### Cell classes on the final placement, run 1

Scale bar: 100 um.
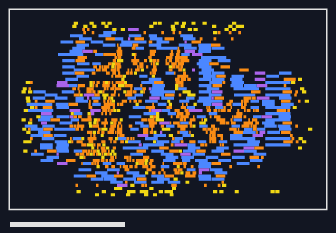
### Clock distribution, run 1

Scale bar: 100 um.
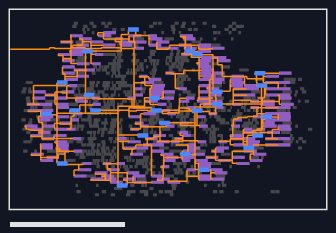
### Placed standard cells, run 1

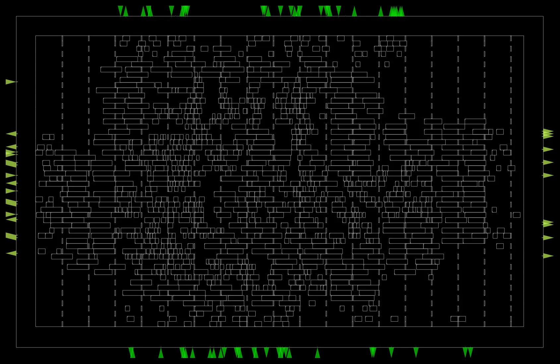
==> config.mk <==
export PLATFORM = sky130hd
export DESIGN_NAME = partial_sum_accumulator
export DESIGN_NICKNAME = d
export VERILOG_FILES = /design/src/rtl/gemm_pkg.sv /design/src/rtl/sum_fifo.sv /design/src/rtl/partial_sum_accumulator.sv
export SDC_FILE = /design/constraint.sdc
export NUM_CORES = 1
export LEC_CHECK = 0
export CAP_MARGIN = 30
export CORE_ASPECT_RATIO = 0.6
export CORE_MARGIN = 10
export CORE_UTILIZATION = 30
export DETAILED_ROUTE_END_ITERATION = 8
export PLACE_DENSITY = 0.52
export SLEW_MARGIN = 20
export SYNTH_ARGS = -nofsm -noshare
export SYNTH_HDL_FRONTEND = slang
export SYNTH_SLANG_ARGS = --single-unit
==> constraint.sdc <==
create_clock -name clk -period 3.2 [get_ports clk]
set_input_delay 0.48 -clock clk [delete_from_list [all_inputs] [get_ports clk]]
set_output_delay 0.48 -clock clk [all_outputs]
set_load 0.02 [all_outputs]
==> out/highlights.md, run 1 <==
## Floorplan
* 30.26% — floorplan core density
* 47800 um^2 — total die size

## Setup path
* flip-flop — type of element launching the critical path
* 11 — depth of the worst register-to-register path
* 0.14 ns — worst-case register-to-register setup slack
* 4 — largest fanout on the critical path
* ha_4, fa_2, a211oi_2, o21bai_1, a221o_1, a21o_1, a2bb2oi_2, nand2b_1, a221oi_2, xor2_1, o21ai_2 — crit path cell chain
* 0.36 ns — longest individual stage delay on the worst path
* 11 — Critical Path Stages
* sky130_fd_sc_hd__fa_2 — Slowest-stage cell, CP
* flip-flop — category of the worst setup path capture point
* 3.31 ns — arrival time of data at the critical path endpoint
* 3.45 ns — worst endpoint required time

## Synthesis
* 59.72% — Seq/Total Area, Yosys
* 970 — synthesized net count
* 192 — number of enable-type register cells in the synthesized netlist
* sky130_fd_sc_hd__edfxtp_1, sky130_fd_sc_hd__dfxtp_1, sky130_fd_sc_hd__mux4_2, sky130_fd_sc_hd__ha_1, sky130_fd_sc_hd__and2_1 — Post-synth area hogs
* 255 — ys flops
* sky130_fd_sc_hd__edfxtp_1 — dominant synthesized flop cell
* sky130_fd_sc_hd__edfxtp_1, sky130_fd_sc_hd__dfxtp_1, sky130_fd_sc_hd__nand2_1 — top cells by count
* 56 — number of distinct library cells after synthesis
* 13.19 um^2 — mean instance size in the synthesized netlist
* 10.01% — and-or/or-and share of the synthesized area
* 0% — share of flip-flops with an asynchronous set or reset after synthesis
* 11.10% — simple-gate area share of the yosys netlist

## Timing
* 95.76% — share of the clock period used by the worst path
* 0 — Fin. Hold Viols
* 0 — Final Max Tran Viols
* true — RSZ-0062 raised after global routing
* 0.8212 ns — worst-margin pin slew
* 0.1358 ns — final critical-path setup slack

## Clocking
* yes — CTS tree
* 12 — Resize count post-CTS
* 3 — clock tree buffer depth
* 2 — Post CTS Setup Buffer Count
* sky130_fd_sc_hd__clkbuf_16 — root cell of the clock tree
* 0.54 ns — later-pin clock latency in the skew report
* 255 — sinks on the clock net

## Layout
* 0 — diode count
* 19.51% — share of layout cells above drive strength 1
* 25.76% — P&R area growth vs syn

## Global routing
* 45.02 mm — first-pass GRT wire length
* 0 — number of antenna violations at the first check in global routing
* 11.94% — All-Layer GR Usage
* 76 — pin count of the biggest net entering global routing

## Drt
* 410 — iteration-0 DRC count of the detailed router
* 0 — Post-route DRC
* 4.744 — vias per std cell

## Run
* 30 — Log Warnings

## Placement
* 19.26 mm — estimated wirelength of the detail-placed design
* -0.7920 ns — Placement Setup Slack

## Pwr
* 0.005275 uW — Static Leakage
* 478.8 nW/um^2 — Power Dens Cells

## Status
* completed — outcome

## Hold path
* reg2reg — worst hold path type

-- 'Cell classes on the final placement' (at the start) --
colour	class	cells	share of their area
orange	all other logic	597	33%
purple	clock drivers and dummy loads	46	6.2%
blue	flip-flops	255	50%
yellow	other buffers and delay cells	173	11%
proportion of cell area occupied by registers: 47.54%
core area: 38890 um^2
final instance area: 14800 um^2

-- 'Clock distribution' (at the start) --
[orange] clock wires | length: 3340 um
[purple] flip-flops | count: 255
[blue] cells driving clock nets | count: 25
routed clock nets	26
clock network fraction of total power: 43.9%
worst clock skew: 0.01866 ns

-- 'Placed standard cells' (at the start) --
filler cell count: 3676
post-route non-filler standard cell count: 1593

run 1: worst register-to-register path: stages (launching register included):
cell and delay, ns:
sky130_fd_sc_hd__dfxtp_2 0.33, sky130_fd_sc_hd__ha_4 0.16, sky130_fd_sc_hd__fa_2 0.36, sky130_fd_sc_hd__a211oi_2 0.23, sky130_fd_sc_hd__o21bai_1 0.14, sky130_fd_sc_hd__a221o_1 0.36
sky130_fd_sc_hd__a21o_1 0.24, sky130_fd_sc_hd__a2bb2oi_2 0.19, sky130_fd_sc_hd__nand2b_1 0.15, sky130_fd_sc_hd__a221oi_2 0.27, sky130_fd_sc_hd__xor2_1 0.24, sky130_fd_sc_hd__o21ai_2 0.11
run 1: metrics by stage:
stage / total power [uW] / cells / util, % / cell area, um^2 / setup TNS, ns
CTS: 7178 / 1590 / 37.90 / 14740 / 0
detailed placement: 4041 / 1542 / 35.54 / 13820 / -49.62
global route: 7366 / 1593 / 38.05 / 14800 / -0.5435
finish: 7085 / 1593 / 38.05 / 14800 / 0
global placement: 4036 / 1541 / 35.50 / 13800 / -44.04
floorplan: 3848 / 892 / - / 11780 / 0
run 1: metal layers:
| metal | global-route usage (%) | vias up | share of wire (%) | routed length (um) |
|---|---|---|---|---|
| met4 | 3.087 | 0 | 2.4 | 683 |
| met1 | 17.19 | 3698 | 51 | 14490 |
| met2 | 17.97 | 129 | 43 | 12260 |
| li1 | - | 3686 | - | - |
| met5 | 0 | - | 0 | 0 |
| met3 | 2.356 | 44 | 4.2 | 1207 |
run 1: placed cells by master (no fill, tap or decap), drive strengths merged, types with 3 or more instances in the layout:
| cell type | netlist | final |
|---|---|---|
| bufinv | 0 | 3 |
| xor2 | 14 | 14 |
| and3 | 6 | 6 |
| mux2 | 4 | 4 |
| and2 | 57 | 57 |
| a21oi | 54 | 54 |
| a31oi | 5 | 5 |
| nor2b | 24 | 24 |
| o21ai | 53 | 53 |
| ha | 39 | 39 |
| clkinvlp | 0 | 4 |
| inv | 19 | 20 |
| a22o | 22 | 22 |
| a21o | 15 | 15 |
| a211oi | 4 | 4 |
| nand4 | 5 | 5 |
| mux4 | 48 | 48 |
| nand2 | 61 | 61 |
| nor3 | 9 | 9 |
| clkinv | 0 | 5 |
| o21a | 4 | 4 |
| xnor2 | 26 | 26 |
| dfxtp | 63 | 63 |
| nand2b | 4 | 4 |
| nor2 | 59 | 59 |
| a32oi | 6 | 6 |
| or3 | 9 | 9 |
| clkbuf | 29 | 33 |
| o21bai | 6 | 6 |
| o211ai | 4 | 4 |
| edfxtp | 192 | 192 |
| buf | 11 | 87 |
| nand3 | 16 | 16 |
| clkdlybuf4s50 | 0 | 84 |
run 1: power by group:
group / internal, uW / total (uW) / switching, uW / leakage, uW
sequential: 3560 / 3570 / 8.48 / 0.00226
combinational: 185 / 408 / 223 / 0.00260
clock: 1830 / 3110 / 1280 / 0.000417
total: 5580 / 7080 / 1510 / 0.00528
run 1: final cells by class:
class	instances	area, um^2
multi-input cells	578	4594
flip-flops and latches	255	7034
repair buffers	173	1569
clock buffers	33	718.2
fillers	3676	24090
well taps	522	653.1
inverters	19	71.32
clock inverters	13	156.4
==> inputs of run 2 (changes only) <==
--- a/config.mk
+++ b/config.mk
@@ -9,6 +9,8 @@
 export CORE_ASPECT_RATIO = 0.6
 export CORE_MARGIN = 10
 export CORE_UTILIZATION = 30
+export CTS_CLUSTER_DIAMETER = 30
+export CTS_CLUSTER_SIZE = 12
 export DETAILED_ROUTE_END_ITERATION = 8
 export PLACE_DENSITY = 0.52
 export SLEW_MARGIN = 20
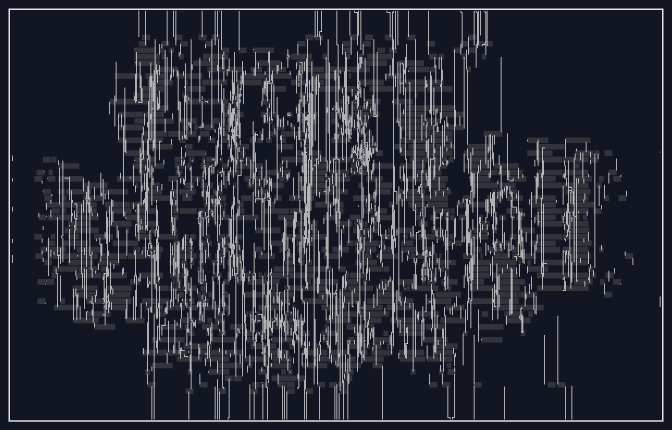
*M2 wires, run 2*
main direction	vertical
longest straight run	77.2 um
wire length on this layer	12600 um
DR vias: 7674
wire length reported by the detailed router: 29.14 mm

==> run 2 against run 1 <==
- synthesized cell count stayed put
- clock power grew about 50%
- clock-buffer cell count rose by 15
- core utilization increased by 1.6 points
- largest cell class unchanged
==> out/highlights.md, run 2 <==
## Status
* completed — outcome

## Global routing
* 76 — pin count of the biggest net entering global routing
* 0 — number of antenna violations at the first check in global routing
* 45.80 mm — first-pass GRT wire length
* 12.22% — All-Layer GR Usage

## Drt
* 4.717 — vias per std cell
* 381 — iteration-0 DRC count of the detailed router
* 0 — Post-route DRC

## Run
* 30 — Log Warnings
* 0 — tally of max-capacitance violations

## Pwr
* 0.005605 uW — Static Leakage
* 1885 uW — net switching power
* 6767 uW — Internal Pwr Total
* 21.79% — switching share of power
* 41.3% — share of total power in sequential cells
* 53.9% — clock network fraction of total power
* 4.7% — share of total power in combinational logic

## Timing
* 0 ns — final setup TNS
* true — RSZ-0062 raised after global routing
* 97.05% — share of the clock period used by the worst path
* 0 — Fin. Hold Viols
* 0.01045 ns — worst clock skew
* 0.09450 ns — final critical-path setup slack
* 0 — Final Max Tran Viols
* 0.8338 ns — worst-margin pin slew

## Layout
* sky130_fd_sc_hd__edfxtp_1 — dominant logic cell type in the layout
* 22.17% — share of layout cells above drive strength 1
* 31.02% — P&R area growth vs syn
* 1148 — Nets
* sky130_fd_sc_hd__edfxtp_1, sky130_fd_sc_hd__clkdlybuf4s50_1, sky130_fd_sc_hd__buf_4 — most used cells in the layout excluding fill and tap cells
* 0 — diode count

## Setup path
* 11 — depth of the worst register-to-register path
* flip-flop — type of element launching the critical path
* 0.09 ns — worst-case register-to-register setup slack
* 3.45 ns — worst endpoint required time
* 4 — largest fanout on the critical path
* 3.35 ns — arrival time of data at the critical path endpoint
* flip-flop — category of the worst setup path capture point

## Synthesis
* 970 — synthesized net count
* sky130_fd_sc_hd__edfxtp_1 — dominant synthesized flop cell
* sky130_fd_sc_hd__edfxtp_1, sky130_fd_sc_hd__dfxtp_1, sky130_fd_sc_hd__mux4_2, sky130_fd_sc_hd__ha_1, sky130_fd_sc_hd__and2_1 — Post-synth area hogs
* 59.72% — Seq/Total Area, Yosys
* 192 — number of enable-type register cells in the synthesized netlist
* 11770 um^2 — area of the mapped netlist
* 0% — share of flip-flops with an asynchronous set or reset after synthesis
* 11770 um^2 — chip area line of the yosys report
* sky130_fd_sc_hd__edfxtp_1, sky130_fd_sc_hd__dfxtp_1, sky130_fd_sc_hd__nand2_1 — top cells by count
* 13.19 um^2 — mean instance size in the synthesized netlist
* 56 — number of distinct library cells after synthesis
* 255 — ys flops
* sky130_fd_sc_hd__edfxtp_1 — most frequent cell after synthesis

## Hold path
* in2reg — worst hold path type

## Floorplan
* 38890 um^2 — core area
* 30.26% — floorplan core density
* 47800 um^2 — total die size

## Clocking
* sky130_fd_sc_hd__clkbuf_16 — root cell of the clock tree
* 43 — number of clock buffers inserted by TritonCTS
* yes — CTS tree
* 3 — clock tree buffer depth
* 255 — sinks on the clock net
* 0.54 ns — later-pin clock latency in the skew report

## Placement
* 19.26 mm — estimated wirelength of the detail-placed design
* -0.7920 ns — Placement Setup Slack

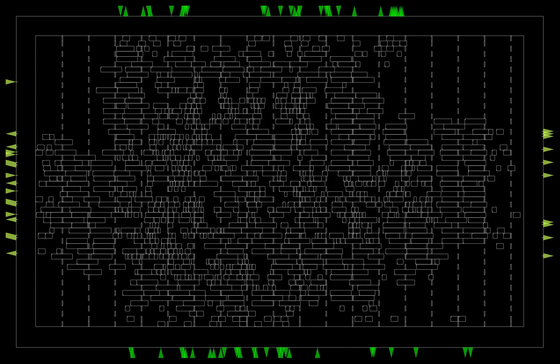
*Placed standard cells, run 2*
Post-Route Utilization: 39.64%
filler cell count: 3635
proportion of cell area occupied by registers: 45.63%
tapcells inserted: 522

[run 2: cell families after synthesis]
kind of cell,Yosys count,synth area share (%)
flops,255,59.72
buf+inv,59,1.967
mux,54,9.741
compound gates,186,10.01
fa+ha+maj,41,4.487
xor+xnor,40,2.977
simple gates,257,11.10
[run 2: stage by stage]
stage	hold slack, ns	util (%)	std cells	instance area [um^2]
global route	0.4550	39.64	1627	15420
finish	0.4441	39.64	1627	15420
floorplan	0.4138	-	892	11780
global placement	0.4300	35.50	1541	13800
detailed placement	0.4353	35.54	1542	13820
CTS	0.4484	39.48	1624	15350
[run 2: final cells by class]
cell class	instances	area, um^2
fill	3635	23470
sequential	255	7034
multi-input combinational	578	4597
timing repair buffer	173	1573
clock buffer	48	1145
tap	522	653.1
clock inverter	32	342.8
inverter	19	71.32
[run 2: power by group through the flow]
stage                     Combinational, uW  Clock, uW  Sequential, uW
after floorplan                         209          0            3640
after global placement                  397          0            3640
after detailed placement                400          0            3640
after CTS                               408       4780            3570
after global routing                    453       4950            3570
final                                   409       4670            3580
[run 2: critical path: stages, from the launching register on]
cell	delay [ns]
sky130_fd_sc_hd__dfxtp_2	0.33
sky130_fd_sc_hd__ha_4	0.16
sky130_fd_sc_hd__fa_2	0.36
sky130_fd_sc_hd__a211oi_2	0.22
sky130_fd_sc_hd__o21bai_1	0.14
sky130_fd_sc_hd__a221o_1	0.39
sky130_fd_sc_hd__a21o_1	0.22
sky130_fd_sc_hd__a2bb2oi_2	0.19
sky130_fd_sc_hd__nand2b_1	0.15
sky130_fd_sc_hd__a221oi_2	0.29
sky130_fd_sc_hd__xor2_1	0.24
sky130_fd_sc_hd__o21ai_2	0.12
[run 2: layer usage]
layer  wire length [um]  GRT usage, %  vias to the layer above
met5                  0             0                        -
met4                690         3.631                        0
met3               1360         2.880                       55
met2              12590         18.50                      149
met1              14500         17.02                     3726
li1                   -             -                     3744
[run 2: repair_timing]
| action | in CTS | in global routing |
|---|---|---|
| buffers inserted | 2 | 3 |
| cloned | 0 | 0 |
| pin swaps | 9 | 13 |
| endpoints found under the setup margin | 41 | 67 |
| resized | 11 | 11 |
No activity file was given, so power comes from the tool's default toggle rates.
